Figure 1. Layout detail.
Region (55, 10) to (80, 35) um. Cells in grey, sequential cells in the stronger grey; small squares are vias.
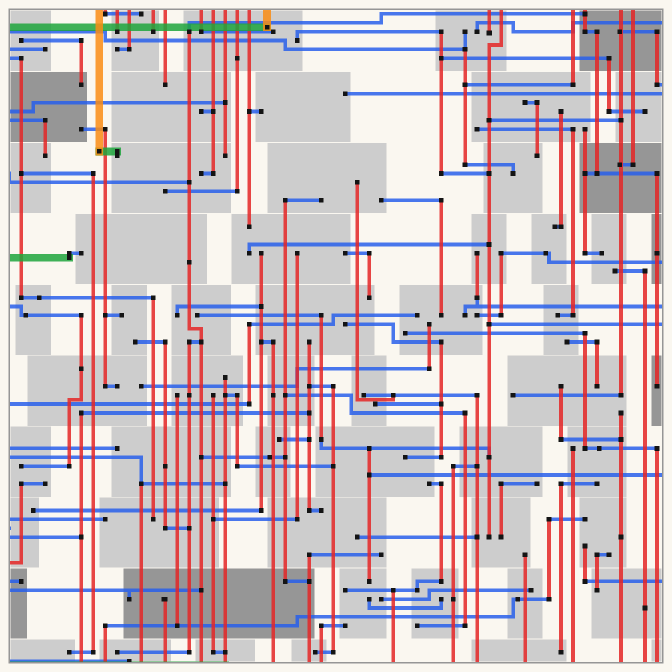
Figure 2. Supply network.
Bar = 20 um. Pins as bars on the die edge. Tap cells in grey.
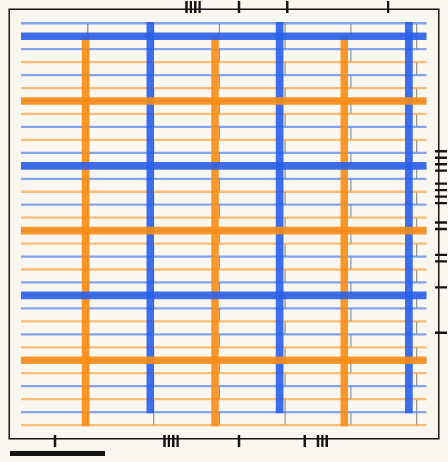
==> config.mk <==
export PLATFORM = sky130hd
export DESIGN_NAME = trigger_arbiter_flat
export DESIGN_NICKNAME = d
export VERILOG_FILES = /design/src/rtl/trigger_arbiter_if.sv /design/src/rtl/trigger_arbiter.sv /design/src/flat_wrapper.sv
export SDC_FILE = /design/constraint.sdc
export NUM_CORES = 1
export LEC_CHECK = 0
export ABC_CLOCK_PERIOD_IN_PS = 4700
export CAP_MARGIN = 20
export CELL_PAD_IN_SITES_DETAIL_PLACEMENT = 1
export CELL_PAD_IN_SITES_GLOBAL_PLACEMENT = 1
export CORE_MARGIN = 2
export CORE_UTILIZATION = 44
export CTS_CLUSTER_DIAMETER = 30
export DETAILED_ROUTE_END_ITERATION = 8
export PLACE_DENSITY = 0.83
export REMOVE_ABC_BUFFERS = 1
export SYNTH_ARGS = -nofsm -noshare
export SYNTH_HDL_FRONTEND = slang
export SYNTH_SLANG_ARGS = --single-unit
==> constraint.sdc <==
create_clock -name clk -period 4.7 [get_ports clk]
set_input_delay 0.705 -clock clk [delete_from_list [all_inputs] [get_ports clk]]
set_output_delay 0.705 -clock clk [all_outputs]
set_load 0.01 [all_outputs]
==> GITHUB_STEP_SUMMARY <==
### Metrics collected by this job

| Metric | Value |
|---|---|
| Result of the run | finished, final reports clean |
| Core Density at Floorplan | between 40% and 50% |
| Max rail drop VDD | ~0.00019 V |
| Gate power share | 67.6% |
| Fraction of final layout cells with drive strength greater than 1 | 2.95% |
| Clock-pin slew reported for the worst setup and hold paths after clock tree synthesis | around 0.08 ns |
| Routed WL per cell | between 15 and 20 um |
| ANT cells | 0 |
| Most common cell type on the critical path | ha_1 |
| Via/cell ratio | ~5.3 |
| Wire length of the first global-routing pass | around 13000 um |
| Setup CP Type | flip-flop to flip-flop |
| Internal | between 1 and 1.5 mW |
| DRC violation total after the first TritonRoute iteration | around 92 |
| Seq power | just over 0.6 mW |
| Number of distinct library cells after synthesis | between 40 and 50 |
| Final critical path time including I/O delays and setup | just under 4 ns |
| Post-synthesis instance area | approximately 3200 um2 |
| Number of maximum-capacitance violations | 0 |
| Cell count along the critical path | 17 |
| Maximum fanout count along the critical path | 8 |
| Synth Area per Inst | ~8.6 um2 |
| Total routing resource utilization after global routing | about a fifth |
| Yosys top cell by area | dfxtp_1 |
| Relative area change from synthesis to final layout | 14.7% |
| Post-Route Skew | roughly 0.0040 ns |
| Synth top area share | 25.3% |
| Power group with the largest share | combinational cells |
| Top Layout Cells | 64 x ha_1, 62 x inv_1, 41 x dfxtp_1 |
| CTS Root Cell | clkbuf_8 |
| Port buffer count | 30 |
| Cell Rows | 31 |
| Power Density | a little over 700 nW/um2 |
| CP Data Required Time | just under 5 ns |
| Cells after Synth | 377 |
| Post-CTS Setup Repair Bufs | 0 |
| Routability cong. | 0.775 |
| GRT met3 Usage | under 10% |
| Met2 demand-to-capacity share in global routing | 38.3% |
| Achievable clock frequency | between 0.2 and 0.3 GHz |
| CP max-delay cell | a2111oi_0 |
| Power drawn by the clock network | between 0.2 and 0.25 mW |
| Worst setup EP type | flip-flop |
| Worst hold path depth | 2 |
| GR Overflow Total | 0 |
| Number of primary I/O pins | 31 |
| Number of antenna-violating nets in the routed design | 0 |
| Wire length reported by the detailed router | between 7000 and 8000 um |
| Share of the clock period used by the worst path | approximately 85% |
| Maximum clock insertion buffer count | 2 |
| Proportion of synthesized flip-flops having asynchronous set or reset | 0% |
| GRT met1 Usage | between 20% and 30% |
| CP startpoint kind | flip-flop |
| CP peak stage delay | 0.52 ns |
| Vias in the first global route | 2909 |
| Worst hold-check path type | flip-flop to flip-flop |
| RSZ-0062 raised after global routing | false |
| DR pass1 iterations | 4 |
| Count of pins over their slew limit | 0 |
| CTS-repair resized insts | 0 |
| Combinational group power | ~1.8 mW |
| Utilization of the core after routing | 51.8% |
| Hold Vio Cnt, Final | 0 |
| Most frequently placed logic cell in the final layout | ha_1 |
| Worst-case headroom to the max-slew limit | 60.8% |
| Synth Register Bits | 41 |
| Family with the most delay on the worst path | AND-OR/OR-AND gates |
| Main area contributors | dfxtp_1 25%, ha_1 25%, inv_1 7.2% |
| Yosys stat cell total | 377 |
| Transition at the pin with the smallest max-transition slack | 0.587 ns |
| Most congested layer reported by global routing | met2 |
| Sequential-to-total area share from yosys stat | approximately a quarter |
| Predominant post-synthesis flop cell | dfxtp_1 |
| Count of warnings emitted by yosys | 0 |
| CTS tree | built |
| Final HPWL from detailed placement | slightly below 6000 um |
| Worst Reg-to-Reg Cells | 17 |
| Sw power | about 1.2 mW |
| Sw Share | between 40 and 50% |
| DIE AREA | around 8000 um2 |
| Post-synth EDFFs | 0 |
| Arrival time worst endpoint | 4.22 ns |
| Post-cts hold-fix buffer tally | 0 |
| DRC violations left | 0 |
| # clock sinks | approximately 41 |
| Nets@finish | 490 |
| Clock latency at the later pin of the worst-skew pair | around 0.30 ns |
| Fill cells | approximately 860 |
| Internal reg-to-reg setup slack | roughly 0.72 ns |
| Fin Setup TNS | 0 ns |
| Antenna violations before repair | 0 |
| Total number of vias | between 2000 and 3000 |
| Share of total power in sequential cells | 23.1% |
| Number of logged tool warnings | between 40 and 50 |
| Total buffers and inverters traversed by the critical path | 2 |
| Number of buffers inserted during clock tree synthesis | 5 |
| Flip-flop count of the largest register after layout | 32 |
| CTS H-tree lvls | 2 |
| Number of failing setup endpoints in the final timing report | 0 |
| Maximum number of pins on one net before global-route repair | about 62 |
| Cells along the critical path | inv_1 -> ha_1 -> nand4_1 -> nand2_1 -> a311oi_1 -> nor2_1 -> ha_1 -> and2_1 -> ha_1 -> inv_1 -> ha_1 -> fa_1 -> a21oi_1 -> o21ai_0 -> a2111oi_0 -> a41oi_1 -> nand4_1 |
| Leakage Power | roughly 1.7 nW |
| Summed standard-cell area reported by yosys | roughly 3200 um2 |
| Part of the total power dissipated in the clock network | under 10% |
Notes on Figure 1 above:
| layer | colour |
|---|---|
| metal 2 | red |
| metal 3 | green |
| metal 1 | blue |
| metal 4 | orange |
most frequent: ha_1 (13), inv_1 (8), a21oi_1 (4)
cells with their middle in the window: 41
sequential cells in the window: 1

Notes on Figure 2 above:
| net | colour |
|---|---|
| VSS | orange |
| VDD | blue |
rows: 31
signal pins: 31
met5 straps: 6
tap cells: 99
vertical die dimension: 89.8 um
die width: 89.8 um
total core area: 7180 um2

==> cells by family after synthesis <==
logic type | count (synthesis) | synth area share, %
buffers and inverters | 71 | 8.57
xor gates and xnor gates | 14 | 3.78
and+or+nand+nor | 120 | 21.5
adders and majority gates | 68 | 27.2
muxes | 3 | 0.965
DFF | 41 | 25.3
AOI/OAI and AO/OA | 60 | 12.7
==> routing by layer <==
layer | up-vias | routed length, um
li1 | 1335 | -
met1 | 1288 | 3330
met2 | 27 | 4040
met3 | 11 | 131
met4 | 0 | 134
met5 | - | 0
==> synthesized netlist by cell type, drive strengths merged, types with 5 or more instances <==
cell	instances
ha	64
inv	63
dfxtp	41
and2	24
nor2	18
a21oi	14
nand2	13
xor2	12
nand2b	11
nor2b	10
nand3	9
o21ai	9
and3	8
nand4	7
o211ai	6
a22oi	5
clkbuf	5
nand3b	5
==> worst min-delay path: cells and delay by family (launching register included) <==
family	cells	cell delay, ns
flip-flops	1	0.32
AND-OR/OR-AND	1	0.06
AND/OR/NAND/NOR	1	0.06
==> metrics by stage <==
step	hold slack [ns]	std cells	cell area (um2)	worst slack (ns)	power (mW)
2_1_floorplan	0.486	369	3200	1.26	1.89
3_3_place_gp	0.460	499	3630	1.00	2.25
3_5_place_dp	0.469	499	3630	0.781	2.38
4_1_cts	0.481	506	3720	0.757	2.66
5_1_grt	0.496	506	3720	0.251	2.93
6_report	0.476	506	3720	0.724	2.62
==> area by class of cell <==
type / instances / area, um2 / area share, %
multi-input cells: 265 / 2140 / 57.6
flip-flops and latches: 41 / 821 / 22.1
repair buffers: 31 / 308 / 8.28
inverters: 63 / 236 / 6.36
well taps: 99 / 124 / 3.33
clock buffers: 7 / 86.3 / 2.32
Power is estimated from default activity; no workload was simulated.
